File: src/rtl/counter_bcd_pkg.sv
// Shared BCD types, digit bounds and LIMIT-to-BCD helpers.
// Used by counter_bcd_multi and bcd_digit.
package counter_bcd_pkg;

  typedef logic [3:0] bcd_digit_t;

  localparam bcd_digit_t BCD_MAX = 4'd9;
  localparam bcd_digit_t BCD_MIN = 4'd0;
  localparam int unsigned MAX_DIGITS = 8;

  // Decimal value to packed BCD, up to eight digits.
  function automatic logic [31:0] to_bcd(
    input int unsigned val
  );
    logic [31:0] r;
    int unsigned v;
    r = '0;
    v = val;
    for (int k = 0; k < MAX_DIGITS; k++) begin
      r[4*k +: 4] = 4'(v % 32'd10);
      v = v / 32'd10;
    end
    return r;
  endfunction

  // 10^n, used for the legal LIMIT range.
  function automatic int unsigned pow10(
    input int unsigned n
  );
    int unsigned r;
    r = 1;
    for (int unsigned k = 0; k < n; k++) begin
      r = r * 32'd10;
    end
    return r;
  endfunction

endpackage

File: src/rtl/bcd_digit.sv
// One BCD digit cell: steps the digit when carry/borrow is in,
// wraps at wrap_i (up) or reloads wrap_i below zero (down).
module bcd_digit
  import counter_bcd_pkg::*;
(
  input  bcd_digit_t d_i,
  input  logic       cin_i,
  input  bcd_digit_t wrap_i,
  input  logic       up_i,
  output bcd_digit_t d_o,
  output logic       cout_o
);

  // Next digit and carry/borrow out of this cell.
  always_comb begin
    d_o    = d_i;
    cout_o = 1'b0;
    if (cin_i) begin
      if (up_i) begin
        if (d_i >= wrap_i) begin
          d_o    = BCD_MIN;
          cout_o = 1'b1;
        end else begin
          d_o = d_i + 4'd1;
        end
      end else begin
        if (d_i == BCD_MIN) begin
          d_o    = wrap_i;
          cout_o = 1'b1;
        end else begin
          d_o = d_i - 4'd1;
        end
      end
    end
  end

endmodule

File: src/rtl/counter_bcd_multi.sv
// Multi-digit BCD counter with terminal LIMIT, load and wrap pulse.
// Define COUNTER_BCD_DOWN_EN to add up_dn and down counting.
module counter_bcd_multi
  import counter_bcd_pkg::*;
#(
  parameter int DIGITS = 4,
  parameter int LIMIT  = 9999
) (
  input  logic                clk,
  input  logic                reset_n,
  input  logic                enable,
  input  logic                load,
  input  logic [4*DIGITS-1:0] load_val,
`ifdef COUNTER_BCD_DOWN_EN
  input  logic                up_dn,
`endif
  output logic [4*DIGITS-1:0] bcd,
  output logic                tc,
  output logic                carry_out,
  output logic                load_err
);

  localparam int W = 4 * DIGITS;
  localparam logic [31:0] LIMIT_ALL =
    to_bcd(LIMIT);
  localparam logic [W-1:0] LIMIT_BCD =
    LIMIT_ALL[W-1:0];

  if (DIGITS < 1 || DIGITS > 8) begin : g_bad_digits
    $fatal(1, "DIGITS out of range 1..8");
  end
  if (LIMIT < 1 ||
      $unsigned(LIMIT) > pow10(DIGITS) - 1)
  begin : g_bad_limit
    $fatal(1, "LIMIT out of range");
  end

  logic         up;
  logic [W-1:0] count_q, count_d;
  logic [W-1:0] step_nxt;
  logic [DIGITS:0] chain;
  logic         tc_q, tc_d;
  logic         carry_q, carry_d;
  logic         lerr_q, lerr_d;
  logic         digits_ok;
  logic         load_ok;
  logic         at_term;

`ifdef COUNTER_BCD_DOWN_EN
  assign up = up_dn;
`else
  assign up = 1'b1;
`endif

  assign chain[0] = 1'b1;

  for (genvar k = 0; k < DIGITS; k++) begin : g_dig
    bcd_digit u_dig (
      .d_i    (count_q[4*k +: 4]),
      .cin_i  (chain[k]),
      .wrap_i (BCD_MAX),
      .up_i   (up),
      .d_o    (step_nxt[4*k +: 4]),
      .cout_o (chain[k+1])
    );
  end

  // Load legality: every digit BCD and value within LIMIT.
  always_comb begin
    digits_ok = 1'b1;
    for (int k = 0; k < DIGITS; k++) begin
      if (load_val[4*k +: 4] > BCD_MAX) begin
        digits_ok = 1'b0;
      end
    end
    load_ok = digits_ok && (load_val <= LIMIT_BCD);
  end

  // Next count, wrap pulse, load error and terminal flag.
  always_comb begin
    count_d = count_q;
    carry_d = 1'b0;
    lerr_d  = 1'b0;
    at_term = up ? (count_q == LIMIT_BCD)
                 : chain[DIGITS];
    if (load) begin
      if (load_ok) begin
        count_d = load_val;
      end else begin
        lerr_d = 1'b1;
      end
    end else if (enable) begin
      if (at_term) begin
        count_d = up ? '0 : LIMIT_BCD;
        carry_d = 1'b1;
      end else begin
        count_d = step_nxt;
      end
    end
    tc_d = up ? (count_d == LIMIT_BCD)
              : (count_d == '0);
  end

  // State update on the falling edge, synchronous reset.
  always_ff @(negedge clk) begin
    if (!reset_n) begin
      count_q <= '0;
      tc_q    <= ~up;
      carry_q <= 1'b0;
      lerr_q  <= 1'b0;
    end else begin
      count_q <= count_d;
      tc_q    <= tc_d;
      carry_q <= carry_d;
      lerr_q  <= lerr_d;
    end
  end

  assign bcd       = count_q;
  assign tc        = tc_q;
  assign carry_out = carry_q;
  assign load_err  = lerr_q;

endmodule

File: config.mk
export PLATFORM = sky130hd
export DESIGN_NAME = counter_bcd_multi
export DESIGN_NICKNAME = d
export VERILOG_FILES = /design/src/rtl/counter_bcd_pkg.sv /design/src/rtl/bcd_digit.sv /design/src/rtl/counter_bcd_multi.sv
export SDC_FILE = /design/constraint.sdc
export NUM_CORES = 1
export LEC_CHECK = 0
export ABC_AREA = 1
export CORE_ASPECT_RATIO = 1.2
export CORE_MARGIN = 8
export CORE_UTILIZATION = 36
export DETAILED_ROUTE_END_ITERATION = 10
export PLACE_DENSITY = 0.61
export RECOVER_POWER = 50
export SYNTH_ARGS = -nofsm -noshare
export SYNTH_HDL_FRONTEND = slang
export SYNTH_SLANG_ARGS = --single-unit
File: constraint.sdc
create_clock -name clk -period 4.15 [get_ports clk]
set_input_delay 0.83 -clock clk [delete_from_list [all_inputs] [get_ports clk]]
set_output_delay 0.83 -clock clk [all_outputs]
set_load 0.005 [all_outputs]
==> reports/qor.yml <==
status: "complete, no violations"
hold_class: "flop to flop"
grt_busiest_layer: "met2"
dr.pass1.iters: 4
grt_overflow: 0
postCtsSetupRepairBufs: 2
syn_area_um2: 1627
synth-edff-count: 0
met3_length_um: 228
setup_tns_ns: 0
drtAntennaViolNets: 0
power.ir.vdd_worst_uv: 129.9
fin_ws_ns: 0.01967
topCombFamilyByArea: "simple AND/OR/NAND/NOR gates"
dieArea_um2: 6934
grt_use_met2_pct: 27.68
aoi_share_pct: 16.69
wl_met2_mm: 2.849
die_y_um: 89.64
p_seq_share_pct: 29.8
grtUsageMet3_pct: 3.386
postCtsHoldBufs: 0
tightest_slew_ns: 0.3993
antenna_cells: 0
dp.cells: 399
nets: 404
drt_iter0_markers: 91
slew_viol_final: 0
rows: 27
post-route-drc-count: 0
rr_worst_depth: 13
grt_pass1_vias: 1979
final-instance-count-excl-fill: 429
synthMuxAreaShare_pct: 0
insertion_delay_ns: 0.34
ys_sh_adder_pct: 9.231
dp_slack_ns: -0.5442
hold_depth: 4
cts_resized: 30
globalRouteMet1Util_pct: 18.02
endpoint_kind: "flop"
placed_cell_area_um2: 2409
slew_headroom_pct: 73.38
top_cell: "nand2_1"
==> power by group through the flow <==
stage / clock network [mW] / registers [mW] / logic (mW)
5_1_grt: 0.300 / 0.205 / 0.229
3_5_place_dp: 0.0295 / 0.206 / 0.192
4_1_cts: 0.281 / 0.204 / 0.194
6_report: 0.273 / 0.204 / 0.209
3_3_place_gp: 0.0295 / 0.206 / 0.191
2_1_floorplan: 0.0295 / 0.208 / 0.0883
==> critical path: stages <==
cell and delay [ns]:
dlygate4sd2_1 0.25, o21ai_2 0.15, nand2_2 0.10, inv_2 0.09, nand2_4 0.09, buf_12 0.16, a21oi_1 0.13, o21ai_1 0.10
nand2_1 0.08, nand2_1 0.07, nor2_1 0.10, nand3_1 0.07, nor2_1 0.09
==> worst paths after layout <==
check	startpoint	end	slack, ns
worst max-delay path	load_val[9]	tc$_SDFF_NN0_	0.02
worst min-delay path	bcd[12]$_SDFF_NN0_	bcd[12]$_SDFF_NN0_	0.72
worst max register to register	bcd[0]$_SDFF_NN0_	tc$_SDFF_NN0_	2.18
worst min register to register	bcd[12]$_SDFF_NN0_	bcd[12]$_SDFF_NN0_	0.72
==> final cells by class <==
| class | count | area, µm² |
|---|---|---|
| fillers | 466 | 1754 |
| inverters | 31 | 116.4 |
| multi-input cells | 207 | 1160 |
| repair buffers | 91 | 825.8 |
| clock inverters | 20 | 101.3 |
| well taps | 58 | 72.57 |
| flip-flops and latches | 19 | 387.9 |
| clock buffers | 3 | 41.29 |
==> placed cells by master (no fill, tap or decap), types with 8 or more instances in the layout <==
master and n:
buf_4 47, o21ai_0 12, a21oi_1 18, dfxtp_1 13, nor2_1 24, nand2_1 73, dlygate4sd2_1 8, clkdlybuf4s50_1 19
nand3_1 16, ha_1 12, inv_1 46
Signal metal coverage by tile:
The die is cut into 15 by 18 equal tiles; white is low, dark blue is high, scaled to the fullest tile. Values are wire area over tile area, all layers added.
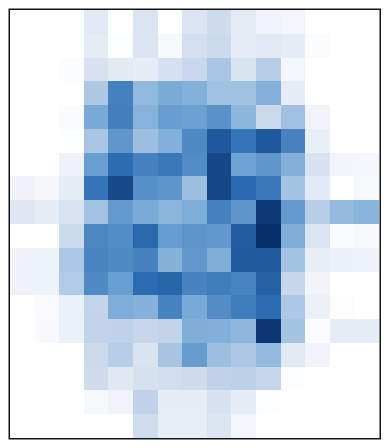
- nearly empty tiles: 28%
- emptiest ninth of the die: lower left
- fullest tile: 0.48
- tiles over half the peak: 23%
- densest ninth of the die: centre
- mean over tiles: 0.13

Layout detail:
The bar under the picture is 5 µm long. Region (29, 53) to (49, 73) µm. Cells in grey, sequential cells in the stronger grey; small squares are vias.
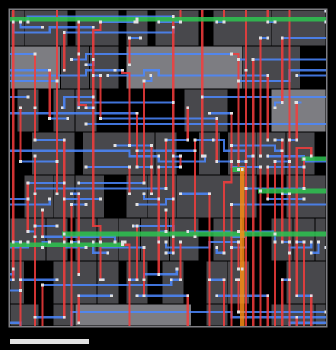
- M2: red
- M4: orange
- M3: green
- M1: blue
- sequential cells in the window: 2
- most frequent: nand2_1 (12), buf_4 (8), inv_1 (7)
- cells with their middle in the window: 52
- netlist names of flops here include: `load_err` (1), `tc` (1)

Gate-type map:
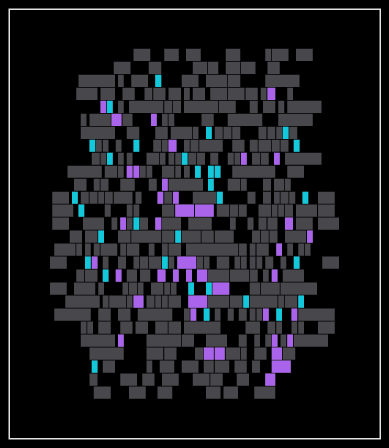
- inv cells: cyan (cells 31)
- nor cells: purple (cells 41)

Pin placement:
The bar under the picture is 20 µm long. Pins as bars across the die edge, other pins in grey.
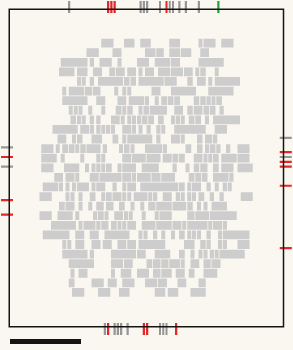
- `tc`: green (pins 1; direction output; edge top)
- `bcd`: red (pins 16; direction output; edge 5 right, 4 bottom, 4 top, 3 left)
- all pins by edge: 15 top, 12 bottom, 7 right, 5 left

Clock wiring as the flow saved it:
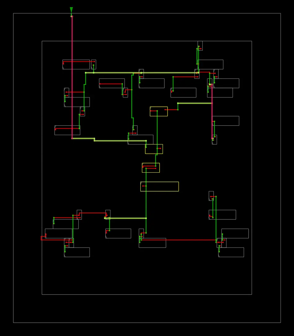
Clock Skew: 0.01540 ns
TritonCTS Buffers: 3
CLK BUF: 3

Power is estimated from default activity; no workload was simulated.
